Fig. 1: routing congestion
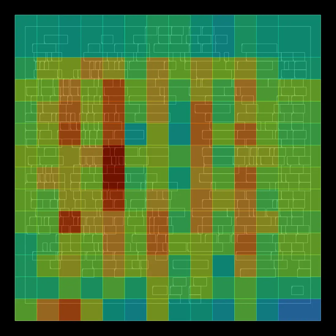
Fig. 2: cells by drive strength
(4 px per micron)
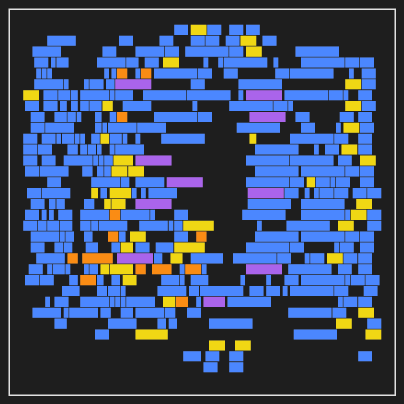
Fig. 3: signal wires on met1
(4 px per micron)
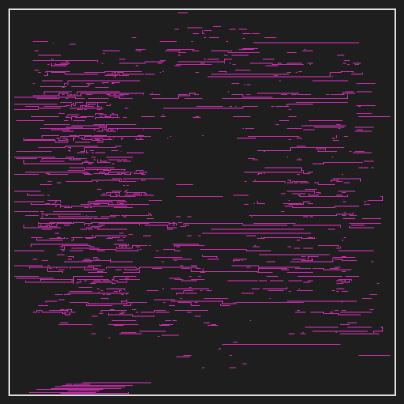
Fig. 4: zoomed window
Window x 12 to 37, y 60 to 85 microns. Cells in grey, sequential cells in the stronger grey; small squares are vias.
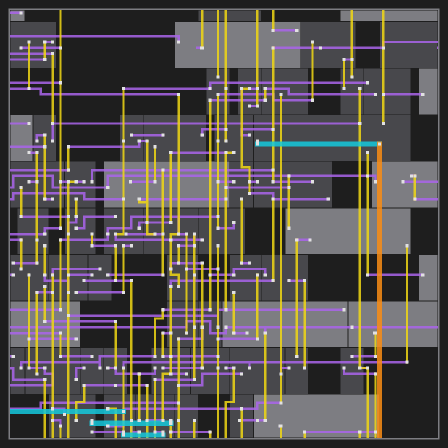
==> config.mk <==
export PLATFORM = sky130hd
export DESIGN_NAME = bram_pingpong_ctrl_flat
export DESIGN_NICKNAME = d
export VERILOG_FILES = /design/src/rtl/he_dft_pkg.sv /design/src/rtl/bram_pingpong_ctrl_if.sv /design/src/rtl/pp_out_fifo.sv /design/src/rtl/bram_pingpong_ctrl.sv /design/src/flat_wrapper.sv
export SDC_FILE = /design/constraint.sdc
export NUM_CORES = 1
export LEC_CHECK = 0
export CORE_MARGIN = 3
export CORE_UTILIZATION = 41
export CTS_BUF_LIST = sky130_fd_sc_hd__clkbuf_16
export DETAILED_ROUTE_END_ITERATION = 12
export GPL_TIMING_DRIVEN = 0
export PLACE_DENSITY = 0.77
export REMOVE_ABC_BUFFERS = 1
export SYNTH_ARGS = -nofsm -noshare
export SYNTH_HDL_FRONTEND = slang
export SYNTH_HIERARCHICAL = 1
export SYNTH_SLANG_ARGS = --single-unit
==> constraint.sdc <==
create_clock -name clk -period 2.8 [get_ports clk]
set_input_delay 0.56 -clock clk [delete_from_list [all_inputs] [get_ports clk]]
set_output_delay 0.56 -clock clk [all_outputs]
set_load 0.02 [all_outputs]
==> src/rtl/he_dft_pkg.sv <==
// Shared types and helpers for the DFT coefficient path: bank identifiers,
// output FIFO depth and a width-parameterised bit-reversal.
package he_dft_pkg;

    localparam int PP_FIFO_DEPTH = 2;

    typedef enum logic {
        BANK0 = 1'b0,
        BANK1 = 1'b1
    } bank_e;

    function automatic bank_e other_bank(input bank_e b);
        return (b == BANK0) ? BANK1 : BANK0;
    endfunction

    // Reverse the low `width` bits of value; higher result bits are zero.
    function automatic logic [31:0] bit_reverse(input logic [31:0] value,
                                                input int unsigned width);
        logic [31:0] rev;
        rev = {<<{value}};
        return rev >> (32 - width);
    endfunction

endpackage

==> src/rtl/bram_pingpong_ctrl_if.sv <==
// Producer stream, consumer stream and shared two-bank BRAM port bundle for
// the ping-pong controller. The controller side uses the slave modport.
interface bram_pingpong_ctrl_if #(
    parameter int DATA_WIDTH = 18,
    parameter int ADDR_WIDTH = 10
);
    // Streams: a word transfers on a rising edge where valid && ready; the
    // sender holds valid and data stable until that edge, ready may toggle freely.
    logic                  in_valid;
    logic                  in_ready;
    logic [DATA_WIDTH-1:0] in_data;
    logic                  out_valid;
    logic                  out_ready;
    logic [DATA_WIDTH-1:0] out_data;
    logic                  out_last;
    logic [1:0]            bank_we;
    logic [ADDR_WIDTH-1:0] bank_waddr;
    logic [DATA_WIDTH-1:0] bank_wdata;
    logic [ADDR_WIDTH-1:0] bank_raddr;
    logic [DATA_WIDTH-1:0] bank_rdata0;
    logic [DATA_WIDTH-1:0] bank_rdata1;

    modport slave (
        input  in_valid, in_data, out_ready, bank_rdata0, bank_rdata1,
        output in_ready, out_valid, out_data, out_last,
               bank_we, bank_waddr, bank_wdata, bank_raddr
    );

    modport master (
        output in_valid, in_data, out_ready, bank_rdata0, bank_rdata1,
        input  in_ready, out_valid, out_data, out_last,
               bank_we, bank_waddr, bank_wdata, bank_raddr
    );
endinterface

==> src/rtl/pp_out_fifo.sv <==
// Two-entry output FIFO carrying {last, data}. The push side has no ready:
// the controller only issues a BRAM read when a slot is guaranteed.
module pp_out_fifo
    import he_dft_pkg::*;
#(
    parameter int W = 19
) (
    input  logic         clk,
    input  logic         rst_n,
    input  logic         push_valid_i,
    input  logic [W-1:0] push_data_i,
    output logic         pop_valid_o,
    input  logic         pop_ready_i,
    output logic [W-1:0] pop_data_o,
    output logic [1:0]   count_o
);
    logic [W-1:0] mem_q [PP_FIFO_DEPTH];
    logic         rd_ptr_q, rd_ptr_d;
    logic         wr_ptr_q, wr_ptr_d;
    logic [1:0]   count_q, count_d;
    logic         push, pop;

    assign push        = push_valid_i;
    assign pop         = (count_q != 2'd0) && pop_ready_i;
    assign pop_valid_o = (count_q != 2'd0);
    assign pop_data_o  = pop_valid_o ? mem_q[rd_ptr_q] : '0;
    assign count_o     = count_q;

    always_comb begin
        rd_ptr_d = rd_ptr_q;
        wr_ptr_d = wr_ptr_q;
        count_d  = count_q + 2'(push) - 2'(pop);
        if (push) wr_ptr_d = ~wr_ptr_q;
        if (pop)  rd_ptr_d = ~rd_ptr_q;
    end

    always_ff @(posedge clk) begin
        if (!rst_n) begin
            rd_ptr_q <= 1'b0;
            wr_ptr_q <= 1'b0;
            count_q  <= 2'd0;
        end else begin
            rd_ptr_q <= rd_ptr_d;
            wr_ptr_q <= wr_ptr_d;
            count_q  <= count_d;
        end
    end

    always_ff @(posedge clk) begin
        if (push) mem_q[wr_ptr_q] <= push_data_i;
    end
endmodule

==> src/rtl/bram_pingpong_ctrl.sv <==
// Ping-pong controller: fills one BRAM bank with a frame while draining the
// other through a 2-entry FIFO. Define BRAM_PP_BITREV_EN for bit-reversed reads.
module bram_pingpong_ctrl
    import he_dft_pkg::*;
#(
    parameter int DATA_WIDTH = 18,
    parameter int ADDR_WIDTH = 10
) (
    input logic                clk,
    input logic                rst_n,
    bram_pingpong_ctrl_if.slave bus
);
    localparam logic [ADDR_WIDTH-1:0] LAST_ADDR = '1;

    logic [1:0]            full_q, full_d;
    bank_e                 wr_sel_q, wr_sel_d;
    bank_e                 rd_sel_q, rd_sel_d;
    logic [ADDR_WIDTH-1:0] wr_cnt_q, wr_cnt_d;
    logic [ADDR_WIDTH-1:0] rd_cnt_q, rd_cnt_d;
    logic                  inflight_q, inflight_d;
    logic                  infl_last_q, infl_last_d;
    bank_e                 infl_bank_q, infl_bank_d;

    logic                  wr_hs;
    logic                  pop;
    logic                  issue;
    logic [1:0]            fifo_count;
    logic [2:0]            occupancy;
    logic [DATA_WIDTH-1:0] rdata_sel;

    assign bus.in_ready   = rst_n && !full_q[wr_sel_q];
    assign wr_hs          = bus.in_valid && bus.in_ready;
    assign bus.bank_waddr = wr_cnt_q;
    assign bus.bank_wdata = bus.in_data;

    always_comb begin
        bus.bank_we = 2'b00;
        if (wr_hs) bus.bank_we[wr_sel_q] = 1'b1;
    end

    // Slots committed after this edge: words held, plus the read in flight,
    // minus the word leaving now. A new read may issue only if one stays free.
    assign pop       = bus.out_valid && bus.out_ready;
    assign occupancy = 3'(fifo_count) + 3'(inflight_q) - 3'(pop);
    assign issue     = full_q[rd_sel_q] && (occupancy < 3'(PP_FIFO_DEPTH));

`ifdef BRAM_PP_BITREV_EN
    assign bus.bank_raddr = ADDR_WIDTH'(bit_reverse(32'(rd_cnt_q), ADDR_WIDTH));
`else
    assign bus.bank_raddr = rd_cnt_q;
`endif

    always_comb begin
        full_d      = full_q;
        wr_sel_d    = wr_sel_q;
        rd_sel_d    = rd_sel_q;
        wr_cnt_d    = wr_cnt_q;
        rd_cnt_d    = rd_cnt_q;
        inflight_d  = issue;
        infl_last_d = issue && (rd_cnt_q == LAST_ADDR);
        infl_bank_d = rd_sel_q;

        if (wr_hs) begin
            wr_cnt_d = wr_cnt_q + 1'b1;
            if (wr_cnt_q == LAST_ADDR) begin
                full_d[wr_sel_q] = 1'b1;
                wr_sel_d         = other_bank(wr_sel_q);
            end
        end

        // The reader and writer always sit on different banks, so these two
        // updates never touch the same full bit.
        if (issue) begin
            rd_cnt_d = rd_cnt_q + 1'b1;
            if (rd_cnt_q == LAST_ADDR) begin
                full_d[rd_sel_q] = 1'b0;
                rd_sel_d         = other_bank(rd_sel_q);
            end
        end
    end

    always_ff @(posedge clk) begin
        if (!rst_n) begin
            full_q      <= 2'b00;
            wr_sel_q    <= BANK0;
            rd_sel_q    <= BANK0;
            wr_cnt_q    <= '0;
            rd_cnt_q    <= '0;
            inflight_q  <= 1'b0;
            infl_last_q <= 1'b0;
            infl_bank_q <= BANK0;
        end else begin
            full_q      <= full_d;
            wr_sel_q    <= wr_sel_d;
            rd_sel_q    <= rd_sel_d;
            wr_cnt_q    <= wr_cnt_d;
            rd_cnt_q    <= rd_cnt_d;
            inflight_q  <= inflight_d;
            infl_last_q <= infl_last_d;
            infl_bank_q <= infl_bank_d;
        end
    end

    assign rdata_sel = (infl_bank_q == BANK1) ? bus.bank_rdata1 : bus.bank_rdata0;

    pp_out_fifo #(
        .W(DATA_WIDTH + 1)
    ) u_fifo (
        .clk          (clk),
        .rst_n        (rst_n),
        .push_valid_i (inflight_q),
        .push_data_i  ({infl_last_q, rdata_sel}),
        .pop_valid_o  (bus.out_valid),
        .pop_ready_i  (bus.out_ready),
        .pop_data_o   ({bus.out_last, bus.out_data}),
        .count_o      (fifo_count)
    );
endmodule

==> src/flat_wrapper.sv <==
// flat-port wrapper written by rule: the top's interface ports become plain ports
module bram_pingpong_ctrl_flat import he_dft_pkg::*;
#(
    parameter int DATA_WIDTH = 18,
    parameter int ADDR_WIDTH = 10
)
  (clk, rst_n, bus_in_valid, bus_in_data, bus_out_ready, bus_bank_rdata0, bus_bank_rdata1, bus_in_ready, bus_out_valid, bus_out_data, bus_out_last, bus_bank_we, bus_bank_waddr, bus_bank_wdata, bus_bank_raddr);
  bram_pingpong_ctrl_if #(.DATA_WIDTH(DATA_WIDTH), .ADDR_WIDTH(ADDR_WIDTH)) bus_i ();
  input logic clk;
  input logic rst_n;
  input wire logic [$bits(bus_i.in_valid)-1:0] bus_in_valid;
  input wire logic [$bits(bus_i.in_data)-1:0] bus_in_data;
  input wire logic [$bits(bus_i.out_ready)-1:0] bus_out_ready;
  input wire logic [$bits(bus_i.bank_rdata0)-1:0] bus_bank_rdata0;
  input wire logic [$bits(bus_i.bank_rdata1)-1:0] bus_bank_rdata1;
  output wire logic [$bits(bus_i.in_ready)-1:0] bus_in_ready;
  output wire logic [$bits(bus_i.out_valid)-1:0] bus_out_valid;
  output wire logic [$bits(bus_i.out_data)-1:0] bus_out_data;
  output wire logic [$bits(bus_i.out_last)-1:0] bus_out_last;
  output wire logic [$bits(bus_i.bank_we)-1:0] bus_bank_we;
  output wire logic [$bits(bus_i.bank_waddr)-1:0] bus_bank_waddr;
  output wire logic [$bits(bus_i.bank_wdata)-1:0] bus_bank_wdata;
  output wire logic [$bits(bus_i.bank_raddr)-1:0] bus_bank_raddr;
  assign bus_i.in_valid = bus_in_valid;
  assign bus_i.in_data = bus_in_data;
  assign bus_i.out_ready = bus_out_ready;
  assign bus_i.bank_rdata0 = bus_bank_rdata0;
  assign bus_i.bank_rdata1 = bus_bank_rdata1;
  assign bus_in_ready = bus_i.in_ready;
  assign bus_out_valid = bus_i.out_valid;
  assign bus_out_data = bus_i.out_data;
  assign bus_out_last = bus_i.out_last;
  assign bus_bank_we = bus_i.bank_we;
  assign bus_bank_waddr = bus_i.bank_waddr;
  assign bus_bank_wdata = bus_i.bank_wdata;
  assign bus_bank_raddr = bus_i.bank_raddr;
  bram_pingpong_ctrl #(.DATA_WIDTH(DATA_WIDTH), .ADDR_WIDTH(ADDR_WIDTH)) u_core (.clk(clk), .rst_n(rst_n), .bus(bus_i));
endmodule
==> reports/qor.yml <==
tapCellCount: 102
regToRegStartpoint: "u_core/u_fifo/count_o[0]"
cts_buffer_depth: 2
p_seq_frac: 0.432
dr_wl_met2_mm: 3.34
grt_use_met3: 0.0500
power_leader: "sequential cells"
layout_top_cell: "clkdlybuf4s50_1"
period_minus_slack_ps: 2680
busiest_layer: "met2"
yosys_cells: 284
drive_gt1_frac: 0.173
clk_share: 0.0568
synth_cell_types: 41
buffer_area_frac: 0.200
rsz0062_at_grt: "false"
p_sw_uw: 687
finalPower_mw: 2.65
timing.critical_path.mode_cell: "o21a_1"
mux_area_frac: 0.153
peakVddDrop_v: 0.000338
avgViaCountPerCell: 5.09
final.clkbuf_count: 9
p_per_area_mw_per_mm2: 593
r2r_slack_ps: 120
largest_area_cell: "edfxtp_1"
cts_made_buffers: 9
n_antenna_cell: 0
regMostFlops: "u_core/u_fifo/mem_q"
drt-pass1-iter-count: 4
finalNonFillerCells: 467
worstPathMaxFanout: 5
grt-ovfl-total: 0
r2r_end: "u_core/bus.bank_raddr[9]"
maxCapViolations: 0
combGateArea_sq_mm: 0.00137
cp_data_arrival_time_ps: 2890
dieHeight_microns: 96.1
hold_viol: 0
ios: 119
totalNegativeSetupSlack_ps: 0
crit_family: "simple AND/OR/NAND/NOR gates"
drc: 0
die_width_microns: 96.1
grt_pass1_vias: 2297
adder_share: 0.0248
lay_top_cells: "80 x clkdlybuf4s50_1, 38 x nor2_1, 38 x edfxtp_1"
hold_path_class: "reg -> reg"
dieArea_sq_mm: 0.00923
cts_resized: 10
largest_reg_flops: 38
status: "completed"
synth.logic.top_family: "multiplexers"
fmax_mhz: 373
critPathRequiredTime_ps: 3010
swShare: 0.259
## Picture notes: Fig. 1
final core occ: 0.573
GRT Util Overall: 0.158
met2 GRT Util: 0.248
GR Layer Usage met1: 0.202
drt wl/cell: 15.6 microns

## Picture notes: Fig. 2
| colour | size | cells | most used |
|---|---|---|---|
| yellow | _2 cells | 40 | mux2_2 |
| purple | _6 and larger | 10 | clkbuf_16 |
| blue | _0 and _1 cells | 302 | clkdlybuf4s50_1 |
| orange | _3 and _4 cells | 13 | buf_4 |
post-route worst setup slack: 122 ps
Final Cell Area: 0.00447 sq mm
Non-clock buffers: 90

## Picture notes: Fig. 3
wire length on this layer: 3190 microns
main direction: horizontal
share of all routed wire: 44%
Total Wirelength: 7.26 mm
via count of the routed design: 2375

## Picture notes: Fig. 4
| colour | layer |
|---|---|
| yellow | metal 2 |
| cyan | metal 3 |
| purple | metal 1 |
| orange | metal 4 |
netlist names of flops here include: `u_core/bus.bank_waddr` (5)
sequential cells in the window: 7
cells with their middle in the window: 51
most frequent: nor2_1 (7), nand2_1 (7), dfxtp_1 (7)

